File: src/rtl/elastic_stream_src_if.sv
// rtl/elastic_stream_src_if.sv - initiator-side valid/ready stream bundle
interface elastic_stream_src_if #(
    parameter int DATA_W = 32
);
    logic [DATA_W-1:0] i_data;
    logic              i_valid;
    logic              i_ready;

    modport master (output i_data, output i_valid, input i_ready);
    modport slave  (input i_data, input i_valid, output i_ready);
endinterface

File: src/rtl/elastic_stream_src.sv
// rtl/elastic_stream_src.sv - counted-burst valid/ready traffic source with idle gaps
// Optional: ELASTIC_SRC_LFSR_EN switches the data advance from +1 to a Galois LFSR.
module elastic_stream_src #(
    parameter int                DATA_W    = 32,
    parameter int                CNT_W     = 16,
    parameter int                GAP_W     = 8,
    parameter logic [DATA_W-1:0] LFSR_TAPS = 32'h80200003
) (
    input  logic                 clk,
    input  logic                 rstf,
    input  logic                 start,
    input  logic [CNT_W-1:0]     num_xfers,
    input  logic [GAP_W-1:0]     gap_cycles,
    input  logic [DATA_W-1:0]    seed,
    elastic_stream_src_if.master stream,
    output logic                 busy,
    output logic                 done,
    output logic [CNT_W-1:0]     xfer_count
);
    typedef enum logic [1:0] {IDLE, SEND, GAP, DONE} state_t;

    state_t            state, state_n;
    logic [DATA_W-1:0] data_q, data_n;
    logic              valid_q, valid_n;
    logic [CNT_W-1:0]  remaining, remaining_n;
    logic [CNT_W-1:0]  count_n;
    logic [GAP_W-1:0]  gap_lat, gap_lat_n;
    logic [GAP_W-1:0]  gap_cnt, gap_cnt_n;
    logic [DATA_W-1:0] seed_eff;
    logic [DATA_W-1:0] data_adv;

`ifdef ELASTIC_SRC_LFSR_EN
    // An all-zero Galois state never leaves zero, so a zero seed is promoted to 1.
    assign seed_eff = (seed == '0) ? {{(DATA_W-1){1'b0}}, 1'b1} : seed;
    assign data_adv = (data_q >> 1) ^ (data_q[0] ? LFSR_TAPS : '0);
`else
    assign seed_eff = seed;
    assign data_adv = data_q + DATA_W'(1);
`endif

    always_comb begin
        state_n     = state;
        data_n      = data_q;
        valid_n     = valid_q;
        remaining_n = remaining;
        count_n     = xfer_count;
        gap_lat_n   = gap_lat;
        gap_cnt_n   = gap_cnt;
        case (state)
            IDLE: begin
                if (start) begin
                    count_n = '0;
                    if (num_xfers != '0) begin
                        state_n     = SEND;
                        remaining_n = num_xfers;
                        gap_lat_n   = gap_cycles;
                        data_n      = seed_eff;
                        valid_n     = 1'b1;
                    end else begin
                        state_n = DONE;
                    end
                end
            end
            SEND: begin
                if (valid_q && stream.i_ready) begin
                    count_n     = xfer_count + CNT_W'(1);
                    remaining_n = remaining - CNT_W'(1);
                    data_n      = data_adv;
                    if (remaining == CNT_W'(1)) begin
                        state_n = DONE;
                        valid_n = 1'b0;
                    end else if (gap_lat != '0) begin
                        state_n   = GAP;
                        valid_n   = 1'b0;
                        gap_cnt_n = gap_lat;
                    end
                end
            end
            GAP: begin
                // Counter holds the number of low cycles still to go, including this one.
                gap_cnt_n = gap_cnt - GAP_W'(1);
                if (gap_cnt == GAP_W'(1)) begin
                    state_n = SEND;
                    valid_n = 1'b1;
                end
            end
            DONE: begin
                state_n = IDLE;
            end
            default: begin
                state_n = IDLE;
                valid_n = 1'b0;
            end
        endcase
    end

    always_ff @(posedge clk or negedge rstf) begin
        if (!rstf) begin
            state      <= IDLE;
            data_q     <= '0;
            valid_q    <= 1'b0;
            remaining  <= '0;
            xfer_count <= '0;
            gap_lat    <= '0;
            gap_cnt    <= '0;
        end else begin
            state      <= state_n;
            data_q     <= data_n;
            valid_q    <= valid_n;
            remaining  <= remaining_n;
            xfer_count <= count_n;
            gap_lat    <= gap_lat_n;
            gap_cnt    <= gap_cnt_n;
        end
    end

    assign stream.i_data  = data_q;
    assign stream.i_valid = valid_q;
    assign busy           = (state != IDLE);
    assign done           = (state == DONE);
endmodule

File: src/flat_wrapper.sv
// flat-port wrapper written by rule: the top's interface ports become plain ports
module elastic_stream_src_flat 
#(
    parameter int                DATA_W    = 32,
    parameter int                CNT_W     = 16,
    parameter int                GAP_W     = 8,
    parameter logic [DATA_W-1:0] LFSR_TAPS = 32'h80200003
)
  (clk, rstf, start, num_xfers, gap_cycles, seed, busy, done, xfer_count, stream_i_data, stream_i_valid, stream_i_ready);
  elastic_stream_src_if #(.DATA_W(DATA_W)) stream_i ();
  input  logic clk;
  input  logic rstf;
  input  logic start;
  input  logic [CNT_W-1:0] num_xfers;
  input  logic [GAP_W-1:0] gap_cycles;
  input  logic [DATA_W-1:0] seed;
  output logic busy;
  output logic done;
  output logic [CNT_W-1:0] xfer_count;
  output wire logic [$bits(stream_i.i_data)-1:0] stream_i_data;
  output wire logic [$bits(stream_i.i_valid)-1:0] stream_i_valid;
  input wire logic [$bits(stream_i.i_ready)-1:0] stream_i_ready;
  assign stream_i_data = stream_i.i_data;
  assign stream_i_valid = stream_i.i_valid;
  assign stream_i.i_ready = stream_i_ready;
  elastic_stream_src #(.DATA_W(DATA_W), .CNT_W(CNT_W), .GAP_W(GAP_W), .LFSR_TAPS(LFSR_TAPS)) u_core (.clk(clk), .rstf(rstf), .start(start), .num_xfers(num_xfers), .gap_cycles(gap_cycles), .seed(seed), .stream(stream_i), .busy(busy), .done(done), .xfer_count(xfer_count));
endmodule
File: config.mk
export PLATFORM = sky130hd
export DESIGN_NAME = elastic_stream_src_flat
export DESIGN_NICKNAME = d
export VERILOG_FILES = /design/src/rtl/elastic_stream_src_if.sv /design/src/rtl/elastic_stream_src.sv /design/src/flat_wrapper.sv
export SDC_FILE = /design/constraint.sdc
export NUM_CORES = 1
export LEC_CHECK = 0
export CAP_MARGIN = 15
export CORE_ASPECT_RATIO = 1.25
export CORE_MARGIN = 10
export CORE_UTILIZATION = 30
export CTS_CLUSTER_SIZE = 20
export DETAILED_ROUTE_END_ITERATION = 7
export MAX_ROUTING_LAYER = met4
export SLEW_MARGIN = 25
export SYNTH_ARGS = -nofsm -noshare
export SYNTH_HDL_FRONTEND = slang
export SYNTH_SLANG_ARGS = --single-unit
File: constraint.sdc
create_clock -name clk -period 2.4 [get_ports clk]
set_input_delay 0.48 -clock clk [delete_from_list [all_inputs] [get_ports clk]]
set_output_delay 0.48 -clock clk [all_outputs]
set_load 0.01 [all_outputs]
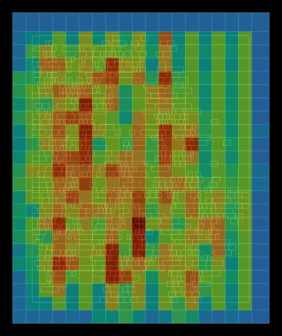
Figure 1: run 1, routing congestion map.
met2 capacity usage during global routing: 23.4%
final core utilization: 42.9%

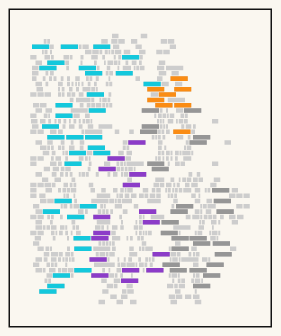
Figure 2: run 1, sequential cells colored by netlist name.
[`u_core.gap_lat`] orange | flops: 8
[`u_core.stream.i_data`] cyan | flops: 32 | where: a column on the left
[`u_core.remaining`] purple | flops: 16
not colored: 27
footprint of the flip-flops and latches: 2080 um2
power consumed by sequential cells: 2.72 mW
sequential fraction of total cell area: 31.0%

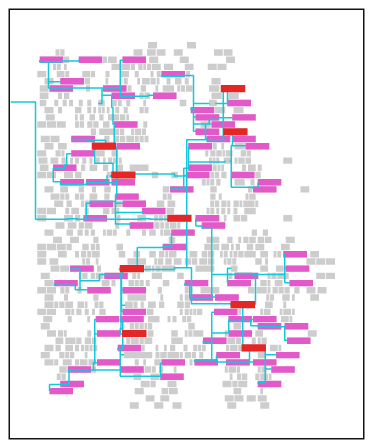
Figure 3: run 1, clock wires, drivers and flops.
[flip-flops] magenta | count: 83
[clock wires] cyan | length: 1200 um
[clock drivers] red | count: 9
routed clock nets: 10
clock network power share: 17.7%
Clock Power: 1.42 mW
insertion delay to the later sink of the worst-skew pair: 350 ps

==> impl.org, run 1 <==
#+TITLE: Synthesis and PnR summary

** Route
- Average wire length per cell after detail routing :: 17.6 um
- DRC Markers :: 0
- Total wire length after detailed routing :: 15900 um
- The first TritonRoute pass finished after 6 iterations.
- After detailed routing, the number of vias per cell comes to 5.43.
- Starting DRT DRC Count :: between 300 and 400
- Across all layers, the routed design uses roughly 4900 vias.
- The count of nets left with antenna violations once routing finished came out at 0.

** Min path
- Note that the worst hold path type here is primary input to asynchronous set/reset pin.

** Floorplanning
- Std cell rows :: between 50 and 60
- Initial standard-cell utilization of the core :: a little under a third
- Horizontal die dimension :: ~130 um
- Area of the die :: 21500 um2
- Die Height :: around 160 um
- Per the OpenROAD floorplan log, the area of the core is 15600 um2.
- Top Ports :: 111

** Layout
- The layout has around 1600 filler cells.
- Top Layout Cells :: 109 x clkdlybuf4s50_1, 83 x dfrtp_1, 60 x o21ai_0, 57 x a21oi_1, 52 x nor2_1
- In this run the layout overhead on the synthesized area is reported as 39.5%.
- Share of cells above drive strength 1 :: between 10 and 15%
- The finished layout holds 902 standard cells, fillers aside.
- Diode count :: 0
- Most common cell after layout, fill and taps aside :: clkdlybuf4s50_1
- With fillers left out, the area of the finished cells amounts to 6710 um2.
- Final net count :: around 750

** Timing
- Relative slew margins :: 52.5%
- For the final database, setup skew stands at 6.85 ps.
- Worst slack on hold paths :: 108 ps
- Setup repair after global routing missed its margin :: no
- The flow reports an fmax of around 430 MHz.
- Endpoints failing hold in the final report were tallied at 0.
- From the final report, the count of setup violators was given as 0.
- Final slew viol count :: 0
- The transition time recorded at the tightest slew-check pin is 712 ps.
- Post-Route Setup TNS :: 0 ps
- Post-route fraction of the period consumed by the critical path :: 95.8%
- Min Clock Period, post-route :: approximately 2300 ps

** Setup path
- Chain of cells forming the critical path :: buf_4, or2_2, clkdlybuf4s50_1
- Maximum cell stage delay along the critical path :: about 500 ps
- The data required time reported for the critical path is approximately 1900 ps.
- Per the timing report, the biggest fanout along the worst path comes to 7.
- Number of buffers and inverters on the critical path :: 2
- WS Path Type :: flip-flop to output port
- Kind of end point of the critical path :: output port
- Grouping stages by cell kind, the critical path spends the most delay in buffers and inverters.
- Setup crit start kind :: flip-flop
- Worst path arrival time :: 1820 ps
- On the critical path, the stage with the largest delay is an instance of clkdlybuf4s50_1.

** Global route
- Across every metal layer, demand over resource in global routing totals 15.1%.
- First-pass GRT wire length :: 26100 um
- Entering global routing, the biggest net connects between 40 and 50 pins.
- Initial antenna violation count :: 0
- The via count of the first global-routing pass was 4992.
- Grt total ovfl :: 0

** Synth
- After synthesis, the mean cell area works out to 8.59 um2.
- Post-synth tally of flip-flops with integrated enable :: 0
- Yosys cell types :: 60
- After synthesis, the share of flip-flops with an asynchronous set or reset is 100%.
- The synthesized design devotes to its leading area cell type 43.2% of total area.
- Top logic cell family in the synthesized netlist :: AND-OR/OR-AND gates
- Synth Area in Compound Gates :: a little under a quarter
- Seq share, synth :: 43.2%
- Prevailing post-synth register cell :: dfrtp_1
- The chip area line in the Yosys stat output reads 4810 um2.
- After technology mapping, the gate count stands at 560.
- Per the Yosys statistics, synthesis produced 560 cells.
- The synthesized netlist devotes under 10% of its cell area to XOR and XNOR gates.
- Syn Std Cell Area :: about 4800 um2
- Of all cell types, the one taking the most synthesized area is dfrtp_1.
- During synthesis, Yosys emitted a total of 0 warnings.
- MUX area fraction :: under 10%
- Number of synthesized register bits :: 83
- Per the post-synthesis report, the nets total 626.
- Adders+Majority by Area :: 1.56%
- The main area contributors are dfrtp_1 43%, o21ai_0 6.3%, a21oi_1 5.9%.
- Simple-Gate Area Share :: between 20% and 30%

** CTS
- CTS root buffer :: clkbuf_16
- Number of buffers added to fix hold violations after cts :: 0
- CTS clock-pin slew for the worst setup and hold paths :: 70 ps
- Total clock buffers created by CTS :: 9
- TritonCTS reports the number of clock sinks as 83.
- Counting along the longest clock path gives a buffer depth of 2.
- TritonCTS built the clock tree.
- Maximum level of the CTS H-tree :: 3

** Job
- Number of warnings the tools reported :: 28
- In this run the maximum-capacitance check reported violations numbering 0.

** Pwr
- Dividing total power by cell area gives a power density of roughly 1200 nW/um2.
- Peak supply drop :: 0.000586 V
- Lkg Pwr :: about 2.6 nW

** Place
- RePlAce ended its routability-driven mode at a weighted congestion of between 0.8 and 0.9.
- Once detailed placement completed, the half-perimeter wirelength came to 11900 um.
- Number of input and output port buffers inserted :: 110
- After detailed placement, the total cell area comes to between 6000 and 7000 um2.
- Count of placed standard cells including taps :: 886

** Status
- The flow ran to the end, and the final reports show no timing, DRC or antenna violations.
-- run 1: per-layer routing --
layer / track usage (%) / up-vias / share of wire, %
li1: - / 2345 / -
met1: 19.1 / 2352 / 45
met2: 23.4 / 177 / 48
met3: 3.01 / 22 / 5.6
met4: 5.25 / 0 / 1.8
met5: - / - / 0
-- run 1: per-stage QoR --
stage | power [mW] | setup slack, ps
detailed placement | 6.62 | -178
finish | 8.05 | 100
CTS | 8.08 | 92.0
global placement | 6.52 | -185
floorplan | 4.84 | 295
global route | 8.67 | 33.2
-- run 1: area by class of cell --
cell class	instances	area, um2	share of cell area, %
Tap cell	212	265	3.95
Timing Repair Buffer	147	1440	21.4
Multi-Input combinational cell	436	2600	38.7
Clock buffer	9	225	3.36
Clock inverter	7	76.3	1.14
Sequential cell	83	2080	31.0
Inverter	8	30.0	0.448
-- run 1: cell usage after synthesis (3+ instances only) --
library cell  number
dfrtp_1           83
o21ai_0           61
a21oi_1           57
nor2_1            52
nand2_1           49
nand3_1           29
clkbuf_1          27
nand4_1           20
o22ai_1           15
a2bb2oi_1         12
and3_1            12
nor3_1            11
nor4_1            11
xor2_1            11
inv_1              8
mux2_2             8
a22oi_1            6
ha_1               6
nor3b_1            5
and2_1             4
buf_1              4
or3_1              4
a21o_1             3
a22o_1             3
a31o_2             3
and4_1             3
nand2b_1           3
nor2b_1            3
o2bb2ai_1          3
or4_1              3
xnor2_1            3
-- run 1: sequential cells by signal, indices dropped and copies added (netlist names) --
| register | cells |
|---|---|
| u_core.state | 2 |
| u_core.gap_lat | 8 |
| u_core.stream.i_valid | 1 |
| u_core.stream.i_data | 32 |
| u_core.gap_cnt | 8 |
| u_core.remaining | 16 |
| u_core.xfer_count | 16 |
-- run 1: logic make-up after synthesis --
group / count (synthesis)
xor gates and xnor gates: 14
AOI/OAI and AO/OA: 187
buffers and inverters: 41
DFF: 83
adders and majority gates: 6
and+or+nand+nor: 219
muxes: 10
-- run 1: what timing repair did --
action / 4_1_cts / 5_1_grt
hold endpoints to repair: 0 / 0
setup endpoints to repair: 0 / 5
buffers inserted: 0 / 0
resized: 0 / 1
-- run 1: where the power goes --
group	total (mW)	switching [mW]	leakage, nW	internal [mW]
Combinational	3.91	2.04	1.49	1.87
Sequential	2.72	0.747	0.989	1.97
Clock	1.42	0.609	0.142	0.813
Total	8.05	3.40	2.62	4.65
-- run 1: path summary, 6_finish.rpt --
| kind | start | endpoint | slack [ps] | cells after the start |
|---|---|---|---|---|
| max in group asynchronous | rstf | u_core.gap_lat[3]$_DFFE_PN0P_ | 1640 | 2 |
| min reg2reg | u_core.remaining[13]$_DFFE_PN0P_ | u_core.remaining[13]$_DFFE_PN0P_ | 520 | 2 |
| max | u_core.state[0]$_DFFE_PN0P_ | busy | 100 | 3 |
| max reg2reg | u_core.remaining[0]$_DFFE_PN0P_ | u_core.remaining[15]$_DFFE_PN0P_ | 230 | 5 |
| min in group clk | u_core.remaining[13]$_DFFE_PN0P_ | u_core.remaining[13]$_DFFE_PN0P_ | 520 | 2 |
| min | rstf | u_core.stream.i_data[10]$_DFFE_PN0P_ | 110 | 1 |
==> run 1 -> run 2 <==
Settings changed: CORE_MARGIN 10 to 2, SKIP_CTS_REPAIR_TIMING set to 1.
==> impl.org, run 2 <==
#+TITLE: Synthesis and PnR summary

** Layout
- The register with the most flip-flops in the layout has 32 of them.
- Per the cell usage report, the commonest logic cells after layout are 109 x clkdlybuf4s50_1, 83 x dfrtp_1, 60 x o21ai_0, 57 x a21oi_1, 52 x nor2_1.
- The number of antenna diodes in the final layout is 0.
- Footprint of the flip-flops and latches :: 2080 um2
- The count of cells in the finished layout, fillers not included, comes to 902.
- Relative to the synthesized area, the layout overhead comes to 39.3%.
- MI comb area :: 2600 um2
- In the final design database the tool counted ~750 nets.
- The layout summary lists the proportion of cells stronger than drive strength 1 as a little under an eighth.
- The most common logic cell in the final layout is clkdlybuf4s50_1.
- Filler cell count in the final layout :: roughly 1500

** Synth
- Per the post-synthesis stats, the area per cell is 8.59 um2.
- Top cell types by occurrence after synthesis :: 83 x dfrtp_1, 61 x o21ai_0, 57 x a21oi_1, 52 x nor2_1, 49 x nand2_1
- The number of nets handed over by synthesis was 626.
- After synthesis the cells add up to 4810 um2.
- Summing the areas of all xor and xnor instances in the mapped netlist gives 2.55% of the synthesized area.
- Post-Syn Instances :: between 500 and 600
- Yosys attributes the largest share of cell area to dfrtp_1 43%, o21ai_0 6.3%, a21oi_1 5.9%.
- Largest area contributor in the netlist :: dfrtp_1
- Ys cells :: 560
- Top logic cell family in the synthesized netlist :: AND-OR/OR-AND gates
- Synth Area in Compound Gates :: a little under a quarter
- For reference, simple AND, OR, NAND and NOR cells occupy about a quarter of the area reported after synthesis.
- For this run, the chip area from Yosys synthesis comes to between 4000 and 5000 um2.
- The synthesized design contains 83 register bits.
- The most frequently used library cell after synthesis is dfrtp_1.
- Yosys mapped a number of flops with a built-in enable equal to 0.
- Yosys printed 0 warnings.
- Proportion of netlist area held by the largest area contributor :: between 40% and 50%
- Async set-or-reset flop fraction in the synthesized netlist :: 100%
- After Yosys synthesis, full adders, half adders and majority gates account for 1.56% of the synthesized area.
- Seq share, synth :: a little over two fifths
- MUX area fraction :: 2.29%
- After synthesis, the netlist uses 60 different library cells.
- Prevailing post-synth register cell :: dfrtp_1

** Pwr
- Per report_power, the clock group accounts for 17.8% of the total.
- The script computed a power per unit cell area of around 1200 nW/um2.
- Net switching power figure :: around 3.3 mW
- Switching Fraction :: 41.4%
- Flop pwr share :: 34.1%
- The internal power of the cells totals 4.69 mW.
- Looking at the power breakdown, combinational cells take 48.0% of the total.
- The script extracted a total leakage power of around 2.6 nW.

** Route
- After the first detailed-routing iteration, the DRC count stood at approximately 300.
- Remaining number of nets flagged by the antenna check after routing :: 0
- For this sky-water flow run, the detailed-routed wirelength per cell is reported as 16.5 um.
- TritonRoute reported its final design rule violation total as 0.
- Dividing the detail-routed via count by the number of cells gives around 5.4.
- DR vias :: a little under 5000
- The first TritonRoute pass finished after 4 iterations.
- Wires add up to 14800 um.

** Global route
- First-pass GRT wire length :: between 20000 and 25000 um
- The number of antenna violations at the first check in global routing came to 0.
- Grt total ovfl :: 0
- Maximum number of pins on one net before global-route repair :: between 40 and 50
- Global routing used 18.0% of the available tracks across all layers.
- Number of global-route vias before repair :: 4813

** Timing
- The final timing report lists a max-slew violation count of 0.
- The slew check shows that the tightest pin keeps a relative margin of between 50% and 60%.
- The worst path in the final design needs a cycle of 2260 ps, including I/O delays and setup.
- The last timing report of the flow puts the setup violation total at 0.
- The tightest hold path in the finished design has a slack of roughly 140 ps.
- Post-route fraction of the period consumed by the critical path :: 94.1%
- Worst Tran Pin Value :: roughly 700 ps
- F_max :: 443 MHz
- Hold-check failures listed in the final report amount to 0.
- Setup repair after global routing left no endpoint under its margin.
- Post-Route Setup TNS :: 0 ps
- Clock skew on the completed layout was measured at 6.86 ps.

** Place
- The detailed placer reported the number of placed instances as slightly below 900.
- HPWL after detailed placement :: around 11000 um
- RePlAce ended its routability-driven mode at a weighted congestion of 0.903.
- Placed cell area :: 6390 um2
- Number of input and output port buffers inserted :: 110

** Min path
- In this run the worst hold path is classified as primary input to asynchronous set/reset pin.

** Floorplanning
- Std cell rows :: slightly above 50
- Initial standard-cell utilization of the core :: 30.8%
- After floorplanning, the die was sized to cover 17100 um2.
- 111 I/O pins were placed.

** Setup path
- Data required time at the worst endpoint :: 2620 ps
- Most used cell, CP :: buf_4
- Maximum cell stage delay along the critical path :: between 400 and 500 ps
- For reference, the most critical setup path is categorized as primary input to flip-flop.
- Setup crit start kind :: primary input
- Kind of end point of the critical path :: flip-flop
- Number of buffers and inverters on the critical path :: 4
- According to the timing report, the arrival time at the worst endpoint equals 2480 ps.
- Master of the slowest instance on the critical path :: clkdlybuf4s50_1
- In this design, the largest share of critical-path delay is due to buffers and inverters.
- The critical path maximum fanout is 8.
- In this run the critical path is formed by clkdlybuf4s50_1, nor4_2, buf_4, nand4_1, buf_4, buf_4, and2_1, mux2_2.

** CTS
- Per the post-CTS timing run, clock transition at the registers of the reported paths is 60 ps.
- CTS added clock buffers totalling 9.
- TritonCTS built the clock tree.
- Buffer levels on the longest clock path :: 2
- The H-tree was split into 3 levels.
- The cell sitting at the root of the clock tree is a clkbuf_16.
- Clock latency on the worst-skew pair, taken at its later pin, is 340 ps.
- CTS saw 83 sinks.

** Job
- Number of violations of the max-capacitance limit :: 0
- The logs give a warning total of 28.

** Status
- Status :: finished, final reports clean
run 2: cell counts after synthesis:
Identical to the previous run, type by type.
run 2: worst paths after layout:
| kind | cells past startpoint | start | slack, ps | end |
|---|---|---|---|---|
| setup reg to reg | 5 | u_core.remaining[0]$_DFFE_PN0P_ | 200 | u_core.remaining[15]$_DFFE_PN0P_ |
| max in group asynchronous | 2 | rstf | 1600 | u_core.stream.i_data[29]$_DFFE_PN0P_ |
| min in group clk | 2 | u_core.gap_lat[1]$_DFFE_PN0P_ | 520 | u_core.gap_cnt[1]$_DFFE_PN0P_ |
| hold reg to reg | 2 | u_core.gap_lat[1]$_DFFE_PN0P_ | 520 | u_core.gap_cnt[1]$_DFFE_PN0P_ |
| setup / recovery | 8 | num_xfers[13] | 140 | u_core.gap_lat[4]$_DFFE_PN0P_ |
| hold / removal | 1 | rstf | 140 | u_core.stream.i_data[10]$_DFFE_PN0P_ |
run 2: area by class of cell:
cell class	instances	share of cell area (%)
multi-input combinational	436	38.8
sequential	83	31.0
timing repair buffer	147	21.3
tap	212	3.96
clock buffer	12	3.83
clock inverter	4	0.728
inverter	8	0.448
run 2: per-stage QoR:
| stage | total power, mW | worst slack, ps |
|---|---|---|
| 4_1_cts | 8.01 | -0.466 |
| 2_1_floorplan | 4.84 | 295 |
| 3_5_place_dp | 6.55 | -352 |
| 3_3_place_gp | 6.46 | -256 |
| 6_report | 7.99 | 141 |
| 5_1_grt | 8.57 | 45.9 |
run 2: routing by layer:
layer	share of wire, %	track usage [%]	vias up
met5	0	-	-
met1	43	22.8	2283
met3	5.8	3.46	40
met4	3.1	8.24	0
met2	48	27.5	190
li1	-	-	2337
run 2: worst register-to-register path: stages (launching register included):
cell and delay (ps):
dfrtp_1 410, or4_4 570, or3_1 430, or3_4 410, o22ai_1 180, a2bb2oi_2 80
run 2: power groups by stage:
stage | Combinational, mW | Clock [mW] | Sequential, mW
2_1_floorplan | 2.20 | 0 | 2.64
3_3_place_gp | 3.76 | 0 | 2.71
3_5_place_dp | 3.84 | 0 | 2.71
4_1_cts | 3.86 | 1.45 | 2.70
5_1_grt | 4.24 | 1.51 | 2.82
6_report | 3.84 | 1.43 | 2.73
run 2: cell families after synthesis:
logic type | after synthesis
DFF | 83
xor gates and xnor gates | 14
adders and majority gates | 6
and+or+nand+nor | 219
muxes | 10
AOI/OAI and AO/OA | 187
buffers and inverters | 41
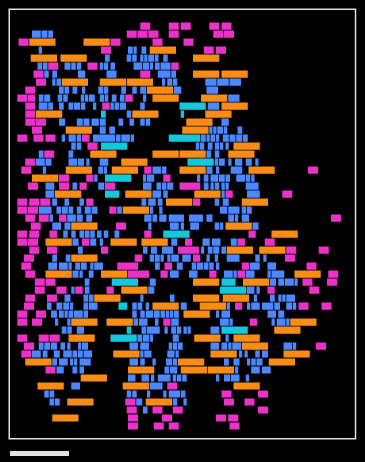
Figure 4: run 2, cell classes on the final placement.
Bar = 20 um.
[flops] orange | cells: 83 | share of their area: 32%
[clock drivers and dummy loads] cyan | cells: 16 | share of their area: 4.7%
[combinational and other logic] blue | cells: 444 | share of their area: 41%
[other buffers and delay cells] magenta | cells: 147 | share of their area: 22%
Finished Cell Area: 6700 um2
final core utilization: 42.9%
sequential fraction of total cell area: 31.0%

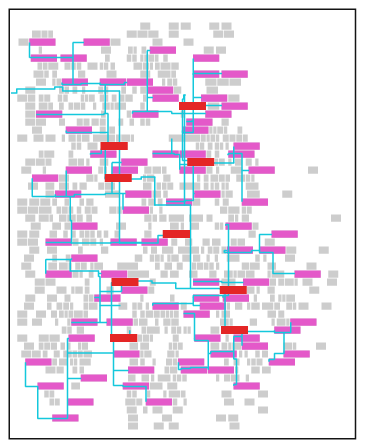
Figure 5: run 2, clock wires, drivers and flops.
[flip-flops] magenta | count: 83
[clock drivers] red | count: 9
[clock wires] cyan | length: 1210 um
routed clock nets: 10

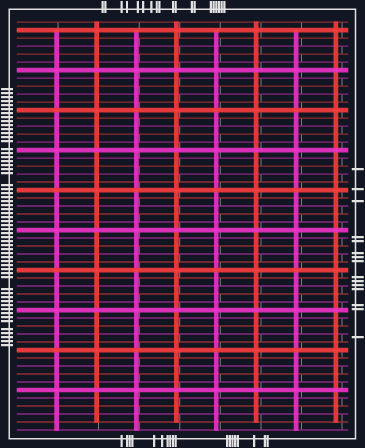
Figure 6: run 2, floorplan with the power grid.
Pins as bars on the die edge. Tap cells in gray.
[VDD] red
[VSS] magenta
rows: 51
met4 straps: 8
met5 straps: 10
signal pins: 111
horizontal die dimension: 117 um
peak supply drop: 0.000478 V
Core Region: 15600 um2

No activity file was given, so power comes from the tool's default toggle rates.
